<file path="config.mk">
export PLATFORM = sky130hd
export DESIGN_NAME = block_word_emitter
export DESIGN_NICKNAME = d
export VERILOG_FILES = /design/src/rtl/block_word_emitter.sv
export SDC_FILE = /design/constraint.sdc
export NUM_CORES = 1
export LEC_CHECK = 0
export CAP_MARGIN = 25
export CORE_ASPECT_RATIO = 1.75
export CORE_MARGIN = 4
export CORE_UTILIZATION = 50
export CTS_BUF_LIST = sky130_fd_sc_hd__clkbuf_4 sky130_fd_sc_hd__clkbuf_8 sky130_fd_sc_hd__clkbuf_16
export DETAILED_ROUTE_END_ITERATION = 10
export PLACE_DENSITY = 0.77
export SYNTH_ARGS = -nofsm -noshare
export SYNTH_HDL_FRONTEND = slang
export SYNTH_SLANG_ARGS = --single-unit
</file>
<file path="constraint.sdc">
create_clock -name clk -period 2.45 [get_ports clk]
set_input_delay 0.3675 -clock clk [delete_from_list [all_inputs] [get_ports clk]]
set_output_delay 0.3675 -clock clk [all_outputs]
set_load 0.03 [all_outputs]
</file>
<file path="src/rtl/block_word_emitter.sv">
// block_word_emitter
//   Turns word commands into a serial stream of 8-bit ASCII characters.
//   Each word ends with a single space (0x20). The block also tracks the
//   begin/end nesting depth of the words it has sent.
//
// Ports
//   clk        : clock; all state updates on the rising edge
//   reset      : asynchronous, active-high; clears all state
//   cmd_valid  : a command is offered
//   cmd[1:0]   : 00 "begin", 01 "end", 10 "beginx", 11 "en"
//   upper      : 1 = upper-case letters; sampled together with cmd
//   cmd_ready  : high when a command can be accepted (IDLE only)
//   out_valid  : the character on out is valid
//   out_ready  : downstream takes the character
//   out[7:0]   : ASCII character (8'h00 when not valid)
//   depth      : completed BEGINs minus completed matched ENDs (saturating)
//   mismatch   : sticky; an END completed while depth was 0
//   ovf        : sticky; a BEGIN completed while depth was at maximum
//   balanced   : (depth == 0) && !mismatch
module block_word_emitter #(
  parameter int DEPTH_W = 8
) (
  input  logic               clk,
  input  logic               reset,
  input  logic               cmd_valid,
  input  logic [1:0]         cmd,
  input  logic               upper,
  output logic               cmd_ready,
  output logic               out_valid,
  input  logic               out_ready,
  output logic [7:0]         out,
  output logic [DEPTH_W-1:0] depth,
  output logic               mismatch,
  output logic               ovf,
  output logic               balanced
);

  localparam logic [1:0] CMD_BEGIN  = 2'b00;
  localparam logic [1:0] CMD_END    = 2'b01;
  localparam logic [1:0] CMD_NEAR_B = 2'b10;

  localparam logic [DEPTH_W-1:0] DEPTH_MAX  = '1;
  localparam logic [DEPTH_W-1:0] DEPTH_ZERO = '0;
  localparam logic [DEPTH_W-1:0] DEPTH_ONE  = {{(DEPTH_W-1){1'b0}}, 1'b1};

  localparam logic [7:0] CH_SPACE = 8'h20;

  typedef enum logic {
    IDLE,
    EMIT
  } state_t;

  state_t             state_q, state_d;
  logic [1:0]         cmd_q, cmd_d;
  logic               upper_q, upper_d;
  logic [2:0]         idx_q, idx_d;
  logic [DEPTH_W-1:0] depth_q, depth_d;
  logic               mismatch_q, mismatch_d;
  logic               ovf_q, ovf_d;

  // Lower-case character at position i of the word selected by c.
  function automatic logic [7:0] lower_char(input logic [1:0] c,
                                            input logic [2:0] i);
    logic [7:0] ch;
    ch = CH_SPACE;
    case (c)
      CMD_BEGIN, CMD_NEAR_B: begin
        case (i)
          3'd0:    ch = 8'h62;                              // b
          3'd1:    ch = 8'h65;                              // e
          3'd2:    ch = 8'h67;                              // g
          3'd3:    ch = 8'h69;                              // i
          3'd4:    ch = 8'h6E;                              // n
          3'd5:    ch = (c == CMD_NEAR_B) ? 8'h78 : CH_SPACE; // x / space
          default: ch = CH_SPACE;
        endcase
      end
      CMD_END: begin
        case (i)
          3'd0:    ch = 8'h65;                              // e
          3'd1:    ch = 8'h6E;                              // n
          3'd2:    ch = 8'h64;                              // d
          default: ch = CH_SPACE;
        endcase
      end
      default: begin
        case (i)
          3'd0:    ch = 8'h65;                              // e
          3'd1:    ch = 8'h6E;                              // n
          default: ch = CH_SPACE;
        endcase
      end
    endcase
    return ch;
  endfunction

  // Index of the terminating space for each word.
  function automatic logic [2:0] last_idx(input logic [1:0] c);
    case (c)
      CMD_BEGIN:  return 3'd5;
      CMD_END:    return 3'd3;
      CMD_NEAR_B: return 3'd6;
      default:    return 3'd2;
    endcase
  endfunction

  // Upper-case is a fixed 0x20 offset; the space passes through untouched.
  function automatic logic [7:0] apply_case(input logic [7:0] ch,
                                            input logic up);
    if (up && (ch != CH_SPACE)) return ch - 8'h20;
    return ch;
  endfunction

  always_comb begin
    state_d    = state_q;
    cmd_d      = cmd_q;
    upper_d    = upper_q;
    idx_d      = idx_q;
    depth_d    = depth_q;
    mismatch_d = mismatch_q;
    ovf_d      = ovf_q;

    case (state_q)
      IDLE: begin
        if (cmd_valid) begin
          state_d = EMIT;
          cmd_d   = cmd;
          upper_d = upper;
          idx_d   = 3'd0;
        end
      end
      default: begin
        if (out_ready) begin
          if (idx_q == last_idx(cmd_q)) begin
            // Word complete: update nesting bookkeeping, then idle one cycle.
            state_d = IDLE;
            if (cmd_q == CMD_BEGIN) begin
              if (depth_q != DEPTH_MAX) depth_d = depth_q + DEPTH_ONE;
              else                      ovf_d   = 1'b1;
            end else if (cmd_q == CMD_END) begin
              if (depth_q != DEPTH_ZERO) depth_d    = depth_q - DEPTH_ONE;
              else                       mismatch_d = 1'b1;
            end
          end else begin
            idx_d = idx_q + 3'd1;
          end
        end
      end
    endcase
  end

  always_ff @(posedge clk or posedge reset) begin
    if (reset) begin
      state_q    <= IDLE;
      cmd_q      <= 2'b00;
      upper_q    <= 1'b0;
      idx_q      <= 3'd0;
      depth_q    <= '0;
      mismatch_q <= 1'b0;
      ovf_q      <= 1'b0;
    end else begin
      state_q    <= state_d;
      cmd_q      <= cmd_d;
      upper_q    <= upper_d;
      idx_q      <= idx_d;
      depth_q    <= depth_d;
      mismatch_q <= mismatch_d;
      ovf_q      <= ovf_d;
    end
  end

  // Outputs are decoded from registered state only, so they hold steady
  // under backpressure and drop immediately on an asynchronous reset.
  assign cmd_ready = (state_q == IDLE);
  assign out_valid = (state_q == EMIT);
  assign out       = (state_q == EMIT) ?
                     apply_case(lower_char(cmd_q, idx_q), upper_q) : 8'h00;
  assign depth     = depth_q;
  assign mismatch  = mismatch_q;
  assign ovf       = ovf_q;
  assign balanced  = (depth_q == DEPTH_ZERO) && !mismatch_q;

endmodule

</file>
==> job_summary.md <==
## Synthesis and layout report

| Metric | Value |
|---|---|
| Outcome | `completed` |
| Drt first pass iters | `4` |
| Initial antenna violation count | `0` |
| GRT met2 Usage | `roughly two fifths` |
| Avg Inst Size Synth | `8.80 um^2` |
| Upper clock frequency limit | `0.424 GHz` |
| Post-DRT Antenna Nets | `0` |
| Layout clock area frac | `roughly 2.9%` |
| CTS Root Cell | `clkbuf_8` |
| Busiest layer in global routing | `met2` |
| Fa+ha+maj area frac | `12.2%` |
| Layout cells sized above 1 | `15.8%` |
| GRT Residual Overflow | `0` |
| Port bufs | `26` |
| Hold_ws | `467 ps` |
| Synth-to-Final Area Change | `31.0%` |
| Die H | `75.3 um` |
| Critical Path Source Type | `register` |
| Max layer used | `met4` |
| Cells after DPL | `204` |
| Crit-path slowest cell | `dfrtp_1` |
| Top cells by count | `nand2_1, nor2_1, dfrtp_1` |
| Cycle use final | `96.3%` |
| Buffers and inverters on the worst path | `1` |
| Wire length on met2 | `1910 um` |
| Simple-Gate Area Share | `19.9%` |
| Crit path kind | `register to output port` |
| Hold Path Sink | `ovf$_DFFE_PP0P_` |
| Max clock buf depth | `2` |
| Main synth FF type | `dfrtp_1` |
| CP arrival | `1990 ps` |
| Vias/cell | `5.74` |
| XORs/XNORs by Area | `under 10%` |
| Post-synth EDFFs | `0` |
| Largest area contributor in the netlist | `dfrtp_1` |
| CP Max Fanout | `4` |
| Post-synthesis cell count | `147` |
| Slew Limit Fails | `0` |
| Area fraction in mux cells | `9.19%` |
| Ys flops | `17` |
| CP startpoint | `idx_q[0]$_DFFE_PP0P_` |
| CP endpoint kind | `output port` |
| Non-filler cells, final | `210` |
| Worst slew margin | `between 50% and 60%` |
| Ys Warns | `0` |
| Register area share after synthesis | `roughly a third` |
| Final #Nets | `204` |
| First-pass GRT wire length | `~5300 um` |
| CTS sink count | `17` |
| WL met3 | `84 um` |
| Pin count of the biggest net entering global routing | `18` |
| Tap cell count | `26` |
| Capture point of the worst path | `out[5]` |
| R2R Path Start | `idx_q[1]$_DFFE_PP0P_` |
| Routed length per instance | `15.9 um` |
| CP required | `about 2100 ps` |
| Top cell category | `logic gates` |
| Reg area | `between 400 and 500 um^2` |
| Top logic family | `simple AND/OR/NAND/NOR gates` |
| Non-clk invs | `9` |
| Die X | `46.5 um` |
| CTS buffer count | `3` |
| Drc violations | `0` |
| Via count | `1205` |
| Total Routing Usage GR | `20.9%` |
| M3 GR Usage | `2.36%` |
| Hold Crit Start | `ovf$_DFFE_PP0P_` |
| Core Density at Floorplan | `51.9%` |
| GP Congestion | `0.876` |
| Synth unique cells | `40` |
| Flop2flop setup slack | `roughly 110 ps` |
| Max Cap Viol | `0` |
| YS chip area | `0.00129 mm^2` |
| Worst-Margin Slew | `between 600 and 700 ps` |
| H-Tree Depth | `1` |
| Tool warnings | `30` |
-- what timing repair did --
action                                  CTS  global route
endpoints found under the setup margin    5             9
resized                                   7             6
endpoints found under the hold margin     0             0
pin swaps                                 0             1
buffers inserted                          0             2
gates cloned                              0             0
-- metrics by stage --
| stage | utilization, % | instance area [um^2] | setup slack (ps) |
|---|---|---|---|
| 6_report | 68.0 | 1700 | 91.3 |
| 3_3_place_gp | 65.5 | 1630 | 9.72 |
| 4_1_cts | 67.3 | 1680 | -12.5 |
| 3_5_place_dp | 65.5 | 1630 | -43.4 |
| 5_1_grt | 68.0 | 1700 | -0.0993 |
| 2_1_floorplan | - | 1290 | 129 |
-- flip-flops by register name, summed over array words and instances, names as in the netlist --
name,cells
depth,8
idx_q,3
cmd_q,2
mismatch,1
out_valid,1
ovf,1
upper_q,1
-- layout by cell type, fill, tap and decap left out, drive strengths merged, types with 3 or more instances in the layout --
| master | n |
|---|---|
| buf | 14 |
| clkdlybuf4s50 | 19 |
| mux2 | 7 |
| a21oi | 10 |
| ha | 11 |
| nand2 | 18 |
| mux2i | 4 |
| dlygate4sd2 | 3 |
| nor2 | 18 |
| xnor2 | 5 |
| nor2b | 4 |
| o211ai | 3 |
| clkbuf | 4 |
| dfrtp | 17 |
| o21ai | 5 |
| inv | 9 |
Cell density map:
(6 px per um) 5 x 8 tiles, from dark blue (low) to red (high), 0 to 100% covered.
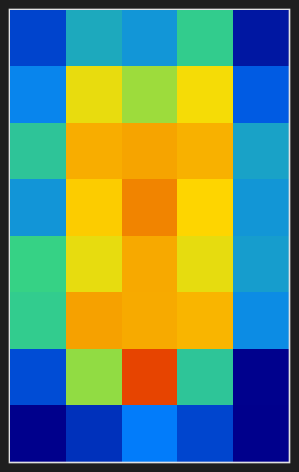
fullest tile: 92%
nearly empty tiles: 7.5%
mean over tiles: 48%
tiles over 75% full: 28%
densest ninth of the die: center
emptiest ninth of the die: lower right

Placed standard cells:
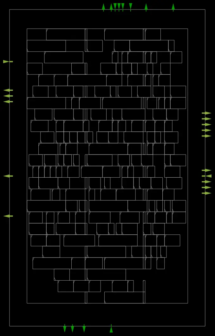
Flops: 17
Fillers: 227
# rows: 24
final core occ: 68.0%

Placement by cell class:
(6 px per um)
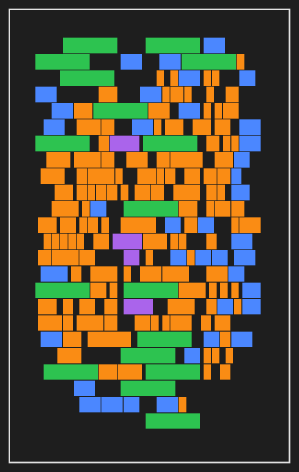
legend:
  remaining buffers and delay cells:
    color: blue
    cells: 38
    share_of_their_area: 21%
  clock drivers and dummy loads:
    color: purple
    cells: 4
    share_of_their_area: 2.9%
  registers:
    color: green
    cells: 17
    share_of_their_area: 26%
  remaining logic cells:
    color: orange
    cells: 125
    share_of_their_area: 51%

Wires at chosen ports, followed through buffers:
(4 px per um)
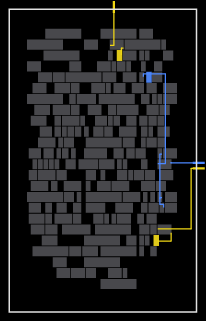
legend:
  cmd_ready:
    color: blue
    direction: output
    edge: right
    end_cells: 1
    wire: 51.9 um
  cmd:
    color: yellow
    direction: input
    edge: 1 right, 1 top
    end_cells: 2
    wire: 41.2 um

M1 wires:
(8 px per um) Supply wires on this layer in gray.
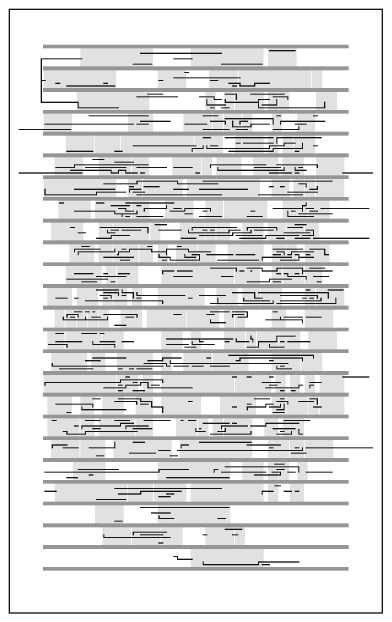
nets with wire on the layer: 182
main direction: horizontal
share of all routed wire: 38%

